Design gen_trafico_param_flat, sky130hd; sources not shown.
==> run_1/floorplan.png <==
The bar under the picture is 20 µm long. Pins as bars on the die edge. Tap cells in grey.
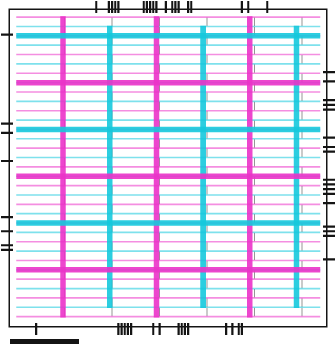
colour	net
magenta	VSS
cyan	VDD
met5 straps	6
met1 rails	33
tap cells	102
Die Span Y: 91.8 µm
Die W: 91.8 µm

==> run_1/class_map.png <==
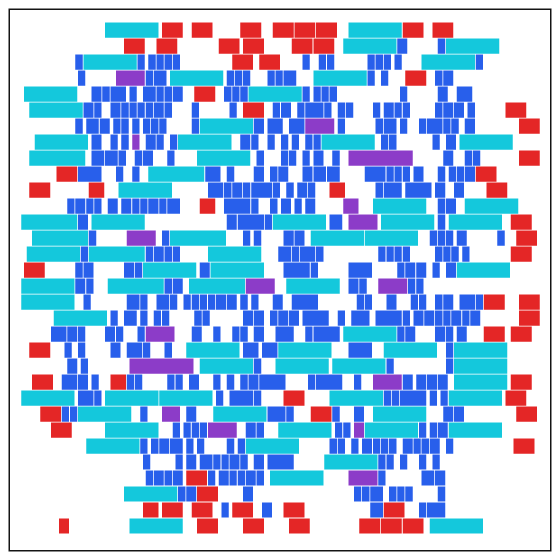
colour	class	cells	share of their area
cyan	registers	72	39%
red	remaining buffers and delay cells	64	13%
purple	clock drivers and dummy loads	16	4.8%
blue	remaining logic cells	431	43%
fin util: 62.6%
CORE AREA: 0.00769 mm²

==> run_1/clock_wires.png <==
The bar under the picture is 20 µm long.
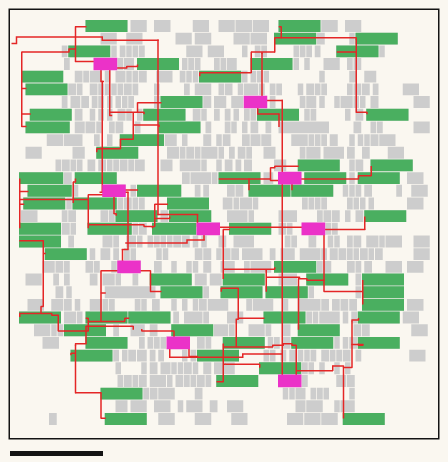
[red] clock wires | length: 941 µm
[magenta] clock-net drivers | count: 9
[green] flip-flops | count: 72
flops lie	widely spread
clk_skew: 0.0146 ns
Late-Pin Clk Latency: 0.36 ns

==> run_1/layers.png <==
The bar under the picture is 20 µm long. Only two layers are drawn.
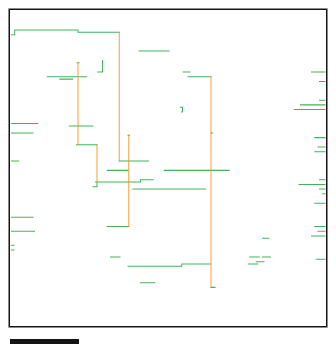
colour	layer	wire length
orange	M4	160 µm
green	M3	298 µm
GRT Total Usage: 22.3%
via count: 3502
Avg WL per Cell: 12.1 µm
routed wire length: 8310 µm

==> flow_summary.toml, run 1 <==
# physical design summary
[setup_path]
crit_type = "in -> out"
slowest_stage = "clkdlybuf4s50_1"
rr_worst_depth = 9
critPathArrivalTime_ns = 2.05
worst-r2r-setup-slack_ns = 1.44
crit_chain = "clkdlybuf4s50_1 -> nand2_1 -> nand2_1 -> nor2_4 -> clkdlybuf4s50_1"

[sta]
hold_violations = 0
relSlewSlack_pct = 40.3
setup_tns_ns = 0
worst_slack_ns = 0.753
worst_pin_slew_ns = 0.895
fin_crit_sh_pct = 78.5
rsz0062_at_grt = "no"
holdWs_ns = 0.467

[global_route]
use_met3_pct = 4.56
overflow = 0
grt_max_degree = 42
grt_pass1_vias = 3442
gr-usage-met2_pct = 37.5

[cells_and_area]
stdcell_area_mm2 = 0.00482
drive_gt1_share_pct = 7.55
largest_reg_flops = 32

[logic_synthesis]
synth-seq-cells = 72
synth_warnings = 0
ys_seq_share_pct = 45.9
synth.area.top_cells = "dfrtp_1 (41%), nand2_1 (13%), inv_1 (6.5%), nor2_1 (6.2%), nand3_1 (5.5%)"
syn_avg_cell_area_um2 = 7.63

[floorplanning]
dieArea_mm2 = 0.00843
fp-utilization_pct = 51.3

[power_and_ir_drop]
intPower_w = 0.00200
power_frac_clock_pct = 23.1
leakagePower_nw = 2.32
peakVddDrop_mv = 0.405
switching_power_w = 0.00122

[clocking]
cts.repair.resized = 0
cts_sinks = 72

[drt]
drc = 0

[outcome]
status = "completed"
run 1: per-stage QoR:
step / instances / power [W]
6_report: 685 / 0.00322
5_1_grt: 685 / 0.00349
4_1_cts: 685 / 0.00324
3_5_place_dp: 669 / 0.00249
3_3_place_gp: 669 / 0.00245
2_1_floorplan: 517 / 0.00211
run 1: cells in the mapped netlist:
master    count
nand2_2       2
nand2_1     134
nor3b_1       3
a31oi_1       3
or2_2         1
buf_2         7
nor2_2        2
nor2_4        4
nand4_1       9
a21oi_1      22
nor2_1       65
nor4_1        1
buf_4         3
ha_1         12
o21ai_0      33
inv_1        68
o31ai_1       1
inv_2         2
buf_6         4
o21a_1        1
dfstp_2       8
nand3_1      43
o21ai_1       2
o211ai_1      8
o22ai_1       1
o221ai_1      1
nand3_2       2
xor2_1        4
o21bai_1      2
dfrtp_1      64
a21oi_2       1
nor3_1        3
inv_4         1
run 1: cell usage in the layout, fill, tap and decap left out, types with 2 or more instances in the layout:
cell type,instances
bufinv_16,2
nor2_4,4
nor2_2,2
nand3_2,2
nor2_1,65
inv_1,68
o211ai_1,8
buf_4,5
o21ai_1,2
a31oi_1,3
nor3_1,3
xor2_1,4
o21ai_0,33
nor3b_1,3
o21bai_1,2
nand2_2,2
a21oi_1,22
nand3_1,43
dfstp_2,8
nand2_1,134
ha_1,12
clkbuf_8,10
clkdlybuf4s50_1,58
inv_2,2
nand4_1,9
dfrtp_1,64
run 1: layout make-up:
type | instances | area, µm² | share of cell area [%]
multi-input cells | 360 | 1760 | 36.6
repair buffers | 64 | 623 | 12.9
clock inverters | 5 | 81.3 | 1.69
clock buffers | 11 | 141 | 2.94
inverters | 71 | 269 | 5.59
well taps | 102 | 128 | 2.65
flip-flops and latches | 72 | 1810 | 37.6
run 1: logic make-up after synthesis:
logic type,Yosys count,synth area share (%)
adder cells (fa/ha/maj),12,3.81
XOR/XNOR,4,0.888
AND-OR/OR-AND,75,10.6
buffers and inverters,85,9.42
AND/OR/NAND/NOR,269,29.4
flip-flops,72,45.9
run 1: worst max-delay path, delay by kind of cell:
kind | cells | cell delay, ns
buffers and inverters | 2 | 1.03
AND/OR/NAND/NOR | 3 | 0.31
run 1: per-layer routing:
layer	vias to the layer above	routed length (µm)
met5	-	0
met4	0	159
met3	13	298
met2	70	4060
met1	1644	3800
li1	1775	-
run 1: power groups by stage:
stage               Clock, W  Combinational, W  Sequential (W)
floorplan                  0          0.000747         0.00136
global placement           0           0.00115         0.00131
detailed placement         0           0.00118         0.00132
CTS                 0.000755           0.00118         0.00131
global route        0.000790           0.00136         0.00134
finish              0.000743           0.00117         0.00131
==> run 2: changes to the inputs <==
clock period = 2.7 ns   (was 3.5 ns; I/O delays follow)
==> run_2/class_map.png <==
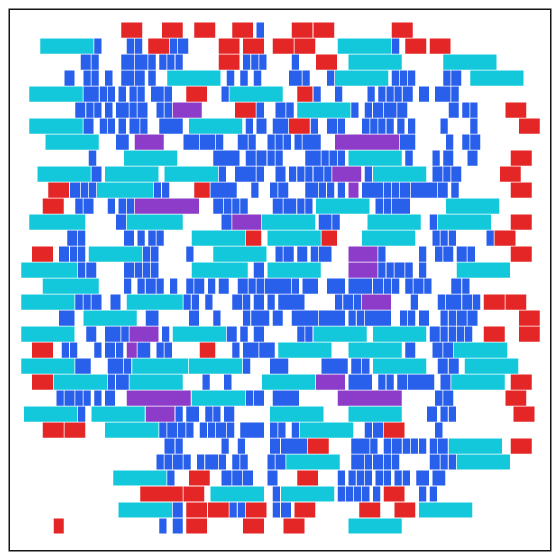
colour	class	cells	share of their area
blue	remaining logic cells	431	43%
purple	clock drivers and dummy loads	16	5.6%
red	remaining buffers and delay cells	65	14%
cyan	registers	72	38%
fin util: 63.5%
Final Cell Area: 0.00488 mm²

==> flow_summary.toml, run 2 <==
# physical design summary
[outcome]
status = "completed"

[logic_synthesis]
synth_warnings = 0
top_cell = "nand2_1"
synth-seq-cells = 72
synth.area.top_cells = "dfrtp_1 (41%), nand2_1 (13%), inv_1 (6.5%), nor2_1 (6.2%), nand3_1 (5.5%)"
syn_avg_cell_area_um2 = 7.63
top_area_cell = "dfrtp_1"
common_cells = "nand2_1 (134), inv_1 (68), nor2_1 (65)"
ys_seq_share_pct = 45.9
ys.flop_type = "dfrtp_1"
edf_count = 0

[clocking]
cts.repair.resized = 0
cts_root_buf = "clkbuf_8"
cts.clk_slew.worst_paths_ns = 0.07
insertion_delay_ns = 0.34
cts_sinks = 72
cts_tree = "done"

[cells_and_area]
final_cells = 686
final_common_cell = "nand2_1"
drive_gt1_share_pct = 7.88
largest_reg_flops = 32
lay_top_cells = "nand2_1 (134), inv_1 (68), nor2_1 (65)"

[sta]
setup_tns_ns = 0
hold_violations = 0
worst_pin_slew_ns = 0.646
fin_crit_sh_pct = 90.2
fin_skew_ns = 0.00620
holdWs_ns = 0.227

[placement]
dp.cells = 670

[setup_path]
crit_fanout = 2
rr_worst_depth = 7
crit_type = "in -> out"
critPathArrivalTime_ns = 1.89
worst-r2r-setup-slack_ns = 0.80

[drt]
vias = 3545
totalWireLength_um = 8470
routedWlPerCell_um = 12.3
drc = 0

[floorplanning]
dieArea_mm2 = 0.00843
die_h_um = 91.8
die_x_um = 91.8
core_mm2 = 0.00769

[global_route]
overflow = 0
grt_pass1_vias = 3415
grt_max_degree = 32
grt_usage_pct = 21.5

[power_and_ir_drop]
leakagePower_nw = 2.36
power_w = 0.00436

[job]
maxCapViolCount = 0
run 2: where the power goes:
group          switching [W]  internal, W  leakage (nW)  total, W
Combinational       0.000939     0.000605          1.30   0.00154
Sequential          0.000259      0.00144         0.926   0.00170
Clock               0.000388     0.000729         0.136   0.00112
Total                0.00159      0.00278          2.36   0.00436
run 2: layer usage:
metal	track usage, %	up-vias	wire length (µm)
li1	-	1779	-
met1	26.3	1677	3850
met2	37.6	77	4200
met3	4.48	12	296
met4	7.18	0	119
met5	0	-	0
run 2: cell families (layout without fill, tap and decap cells):
logic type | Yosys count | in the layout | synth area share [%]
AND/OR/NAND/NOR | 269 | 269 | 29.4
buffers and inverters | 85 | 152 | 9.42
adder cells (fa/ha/maj) | 12 | 12 | 3.81
flip-flops | 72 | 72 | 45.9
XOR/XNOR | 4 | 4 | 0.888
AND-OR/OR-AND | 75 | 75 | 10.6
run 2: final cells by class:
type                       instances  area (µm²)
clock inverter                     6         130
inverter                          71         269
fill                             670        2810
sequential                        72        1810
timing repair buffer              65         643
tap                              102         128
multi-input combinational        360        1760
clock buffer                      10         138
run 2: worst max-delay path, stage by stage:
cell             delay, ns
clkdlybuf4s50_1       0.42
nand2_1               0.06
nand2_1               0.10
nor2_4                0.15
clkdlybuf4s50_1       0.62
run 2: stage by stage:
stage | utilization (%) | setup WS [ns]
floorplan | - | 0.979
global placement | 60.0 | 0.285
detailed placement | 60.0 | 0.274
CTS | 63.5 | 0.263
global route | 63.5 | 0.196
finish | 63.5 | 0.266
Power and IR drop assume default switching activity.
